==> config.mk <==
export PLATFORM = sky130hd
export DESIGN_NAME = code_stim_driver
export DESIGN_NICKNAME = d
export VERILOG_FILES = /design/src/rtl/code_stim_driver.sv
export SDC_FILE = /design/constraint.sdc
export NUM_CORES = 1
export LEC_CHECK = 0
export ABC_AREA = 0
export CORE_MARGIN = 2
export CORE_UTILIZATION = 46
export CTS_BUF_LIST = sky130_fd_sc_hd__clkbuf_8 sky130_fd_sc_hd__clkbuf_16
export CTS_CLUSTER_SIZE = 30
export DETAILED_ROUTE_END_ITERATION = 12
export GPL_ROUTABILITY_DRIVEN = 0
export PLACE_DENSITY = 0.82
export SETUP_SLACK_MARGIN = 0.5
export SLEW_MARGIN = 5
export SYNTH_ARGS = -nofsm -noshare
export SYNTH_HDL_FRONTEND = slang
export SYNTH_SLANG_ARGS = --single-unit
export TNS_END_PERCENT = 30
==> constraint.sdc <==
create_clock -name Clk -period 6.51 [get_ports Clk]
set_input_delay 1.302 -clock Clk [delete_from_list [all_inputs] [get_ports Clk]]
set_output_delay 1.302 -clock Clk [all_outputs]
set_load 0.01 [all_outputs]
==> src/rtl/code_stim_driver.sv <==
// code_stim_driver: command-driven Slt/En/CntReset generator for the dual event counter; STIM_IDLE_GAP_EN inserts an En=0 gap cycle after each En cycle.
module code_stim_driver #(
  parameter int CNT_W = 16
) (
  input  logic             Clk,
  input  logic             Reset,
  input  logic             CmdValid,
  output logic             CmdReady,
  input  logic [1:0]       CmdOp,
  input  logic [CNT_W-1:0] CmdN0,
  input  logic [CNT_W-1:0] CmdN1,
  output logic             Slt,
  output logic             En,
  output logic             CntReset,
  output logic             Busy,
  output logic             Done,
  output logic [1:0]       Phase
);
`ifdef STIM_IDLE_GAP_EN
  localparam logic GAP = 1'b1;
`else
  localparam logic GAP = 1'b0;
`endif
  typedef enum logic [2:0] {IDLE, CLR, RUN0, RUN1, DONE} state_t;
  state_t state, nstate;
  logic gap, ngap, run_q, nrun;
  logic [CNT_W-1:0] rem0, rem1, nrem0, nrem1;
  logic [1:0] nphase;
  function automatic state_t entry(input logic [CNT_W-1:0] r0, input logic [CNT_W-1:0] r1);
    return r0 != '0 ? RUN0 : r1 != '0 ? RUN1 : DONE;
  endfunction
  // next state, remaining counts and shadow phase; a gap cycle only clears the gap flag
  always_comb begin
    nstate = state;
    ngap = 1'b0;
    nrun = run_q;
    nrem0 = rem0;
    nrem1 = rem1;
    nphase = Phase;
    case (state)
      IDLE: if (CmdValid) begin
        nrem0 = CmdN0;
        nrem1 = CmdN1;
        nrun = CmdOp[1];
        nstate = CmdOp == 2'b00 ? DONE : CmdOp[0] ? CLR : entry(CmdN0, CmdN1);
      end
      CLR: begin
        nphase = 2'd0;
        nstate = run_q ? entry(rem0, rem1) : DONE;
      end
      RUN0: if (!gap) begin
        nrem0 = rem0 - 1'b1;
        nstate = rem0 != CNT_W'(1) ? RUN0 : rem1 != '0 ? RUN1 : DONE;
        ngap = GAP && nstate != DONE;
      end
      RUN1: if (!gap) begin
        nphase = Phase + 2'd1;
        nrem1 = Phase == 2'd3 ? rem1 - 1'b1 : rem1;
        nstate = Phase == 2'd3 && rem1 == CNT_W'(1) ? DONE : RUN1;
        ngap = GAP && nstate != DONE;
      end
      DONE: nstate = IDLE;
      default: nstate = IDLE;
    endcase
  end
  // state and registered outputs decoded from the upcoming state
  always_ff @(posedge Clk) begin
    if (Reset) begin
      state <= IDLE;
      gap <= 1'b0;
      run_q <= 1'b0;
      rem0 <= '0;
      rem1 <= '0;
      Phase <= 2'd0;
      Slt <= 1'b0;
      En <= 1'b0;
      CntReset <= 1'b0;
      Busy <= 1'b0;
      Done <= 1'b0;
      CmdReady <= 1'b1;
    end else begin
      state <= nstate;
      gap <= ngap;
      run_q <= nrun;
      rem0 <= nrem0;
      rem1 <= nrem1;
      Phase <= nphase;
      Slt <= ngap ? Slt : nstate == RUN1;
      En <= (nstate == RUN0 || nstate == RUN1) && !ngap;
      CntReset <= nstate == CLR;
      Busy <= nstate != IDLE;
      Done <= nstate == DONE;
      CmdReady <= nstate == IDLE;
    end
  end
endmodule

==> flow_summary.rst <==
Implementation results
======================

.. list-table::
   :header-rows: 1

   * - Metric
     - Value
   * - Synth Cell Area
     - 2492 µm²
   * - Critical Path Sink Type
     - flop
   * - Count of routing violations after the opening detailed-route iteration
     - 236
   * - Area of the chip
     - 6023 µm²
   * - Power per cell area
     - 260.3 nW/µm²
   * - Post-CTS Resized
     - 0
   * - Starting density of the core
     - 0.4819
   * - Clk Latency, worst-skew pair
     - 0.30 ns
   * - Lkg Pwr
     - 1.095 nW
   * - Number of design rule violations left after detail routing
     - 0
   * - Outcome
     - finished, final reports clean
   * - Maximum number of pins on one net before global-route repair
     - 37
   * - Num rows
     - 26
   * - Final Cycle Share
     - 0.4945
   * - Fin. Hold Viols
     - 0
   * - CTS tree
     - built
   * - Count of buffers added by post-CTS timing repair for setup
     - 0
   * - Number of sinks on the clock net
     - 44
   * - IO Count
     - 45
   * - Normalized max-slew margin
     - 0.3641
   * - Synthesized area per cell
     - 7.669 µm²
   * - Distinct cells, synth
     - 56
   * - N_diodes
     - 0
   * - Post-synthesis to final-layout area growth
     - 23.09%
==> metrics by stage <==
stage | setup WS [ns] | area [µm²] | power, mW
6_report | 3.291 | 3068 | 0.7986
5_1_grt | 3.113 | 3068 | 0.8466
4_1_cts | 3.318 | 3068 | 0.7968
3_5_place_dp | 3.021 | 2978 | 0.6215
2_1_floorplan | 3.855 | 2492 | 0.5371
3_3_place_gp | 3.074 | 2978 | 0.6158
==> worst max-delay path: cells and delay by family <==
kind                   cells  cell delay [ns]
buffers and inverters      2             0.63
AND/OR/NAND/NOR            2             0.32
AND-OR/OR-AND              3             1.22
==> per-layer routing <==
layer / GRT usage / up-vias / routed length [µm]
met2: 0.3414 / 122 / 2934
met5: 0 / - / 0
met4: 0.07143 / 0 / 104
met3: 0.03953 / 11 / 431
met1: 0.2770 / 1171 / 2827
li1: - / 1292 / -
==> report_power, final <==
group,internal [mW],switching (mW)
combinational,0.125,0.149
clock,0.0836,0.0935
sequential,0.307,0.0403
total,0.516,0.282
==> synth_stat cells (all sizes together), types with 2 or more instances <==
master   count  share of area
inv          9          0.014
or4          2         0.0075
or3b         2         0.0080
a22oi        4          0.012
a31oi        6          0.015
o22ai        4          0.010
ha           7          0.035
or3          8          0.022
dfxtp       44           0.35
a211oi       2         0.0060
o311ai       5          0.018
or2          2         0.0050
nor2b        4          0.010
o21a         2         0.0060
a2bb2oi      3          0.011
nand4        3         0.0075
nand3       14          0.028
a311oi       2         0.0070
nor2        36          0.054
clkbuf      13          0.020
nor4        15          0.044
nand2b       4          0.010
o21ai       19          0.038
a21oi       38          0.076
a221oi       3          0.011
and3         2         0.0055
and2         7          0.019
buf          3         0.0060
nand2       25          0.038
nor3        15          0.030
o211ai       3         0.0090
nor3b        2         0.0060
==> cell type report <==
cell class | count | area [µm²] | share of cell area
Clock buffer | 6 | 82.58 | 0.02692
Clock inverter | 2 | 7.507 | 0.002447
Inverter | 9 | 33.78 | 0.01101
Multi-Input combinational cell | 256 | 1520 | 0.4955
Sequential cell | 44 | 880.8 | 0.2871
Tap cell | 70 | 87.58 | 0.02855
Timing Repair Buffer | 46 | 455.4 | 0.1485
==> placed cells by master, fill, tap and decap left out, types with 6 or more instances in the layout <==
master,netlist,final
sky130_fd_sc_hd__a21oi_1,38,38
sky130_fd_sc_hd__clkdlybuf4s50_1,0,44
sky130_fd_sc_hd__nand3_1,14,14
sky130_fd_sc_hd__nor4_1,14,14
sky130_fd_sc_hd__dfxtp_1,44,44
sky130_fd_sc_hd__a31oi_1,6,6
sky130_fd_sc_hd__nand2_1,25,25
sky130_fd_sc_hd__clkbuf_8,0,6
sky130_fd_sc_hd__nor2_1,36,36
sky130_fd_sc_hd__nor3_1,15,15
sky130_fd_sc_hd__inv_1,9,11
sky130_fd_sc_hd__o21ai_0,18,18
sky130_fd_sc_hd__ha_1,7,7
==> state kept, by name, indices dropped and copies added (netlist names) <==
register	count
CntReset	1
Phase	2
state	3
Busy	1
rem0	16
Done	1
rem1	16
CmdReady	1
run_q	1
Slt	1
En	1
Fig. 1: PDN straps and rails
Pins as bars on the die edge. Tap cells in gray.
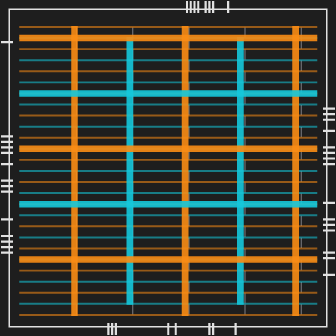
legend:
  cyan:
    net: VDD
  orange:
    net: VSS
signal pins: 45
met1 rails: 27
rows: 26
Worst IR Drop VDD: 0.1753 mV
DIE WIDTH: 77.61 µm

Fig. 2: cell classes on the final placement
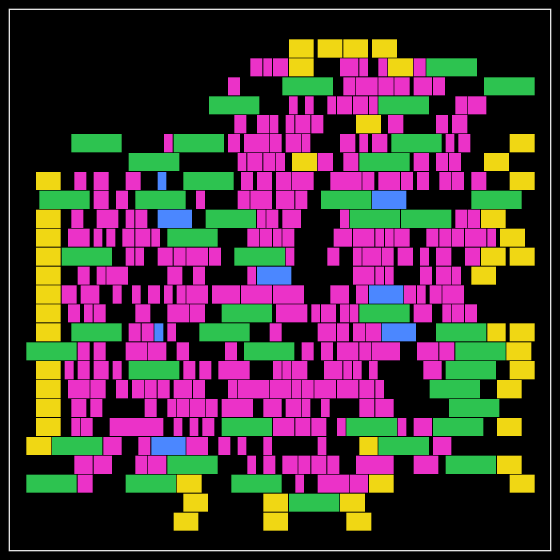
legend:
  blue:
    class: clock drivers and dummy loads
    cells: 8
    share_of_their_area: 3.0%
  yellow:
    class: remaining buffers and delay cells
    cells: 46
    share_of_their_area: 15%
  magenta:
    class: combinational and other logic
    cells: 265
    share_of_their_area: 52%
  green:
    class: sequential cells
    cells: 44
    share_of_their_area: 30%
core area: 5172 µm²
post-layout instance area: 3068 µm²

Fig. 3: clock network drawn from the DEF
The bar under the picture is 20 µm long.
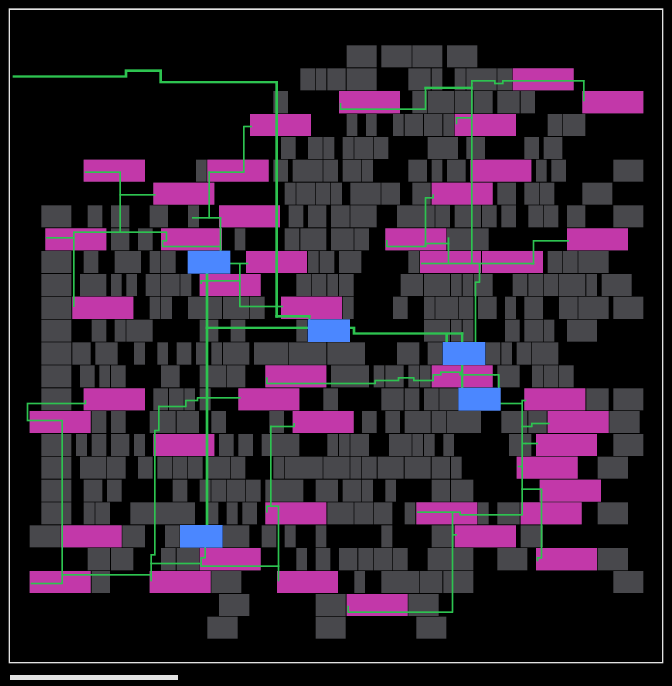
legend:
  magenta:
    item: flip-flops
    count: 44
  green:
    item: clock wires
    length: 583 µm
  blue:
    item: clock drivers
    count: 5
flops lie: spread over the die
clock network power: 0.177 mW
clock skew: 0.006420 ns

Fig. 4: metal layers overlaid
The bar under the picture is 20 µm long.
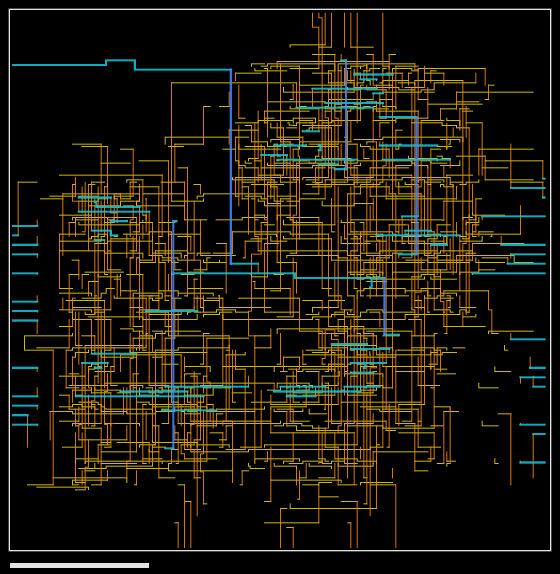
legend:
  orange:
    layer: metal 2
    wire_length: 2930 µm
  yellow:
    layer: metal 1
    wire_length: 2830 µm
  blue:
    layer: metal 4
    wire_length: 104 µm
  cyan:
    layer: metal 3
    wire_length: 431 µm
all-layer global routing usage: 0.2094
wire length after detailed routing: 6297 µm
WL per Instance: 14.54 µm
vias after detailed routing: 2596

Fig. 5: routing congestion map
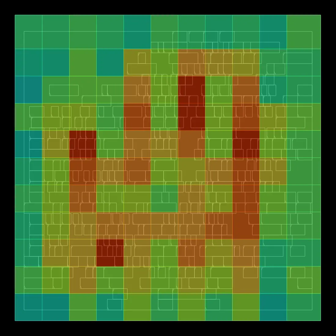
GRT busiest layer: met2
met1 global-route usage: 0.2770
met3 Resource Use GR: 0.03953
Final Core Density: 0.5931
fraction of met2 tracks used by global routing: 0.3414

Power figures rest on the tool's default switching activity, not on a simulated workload.
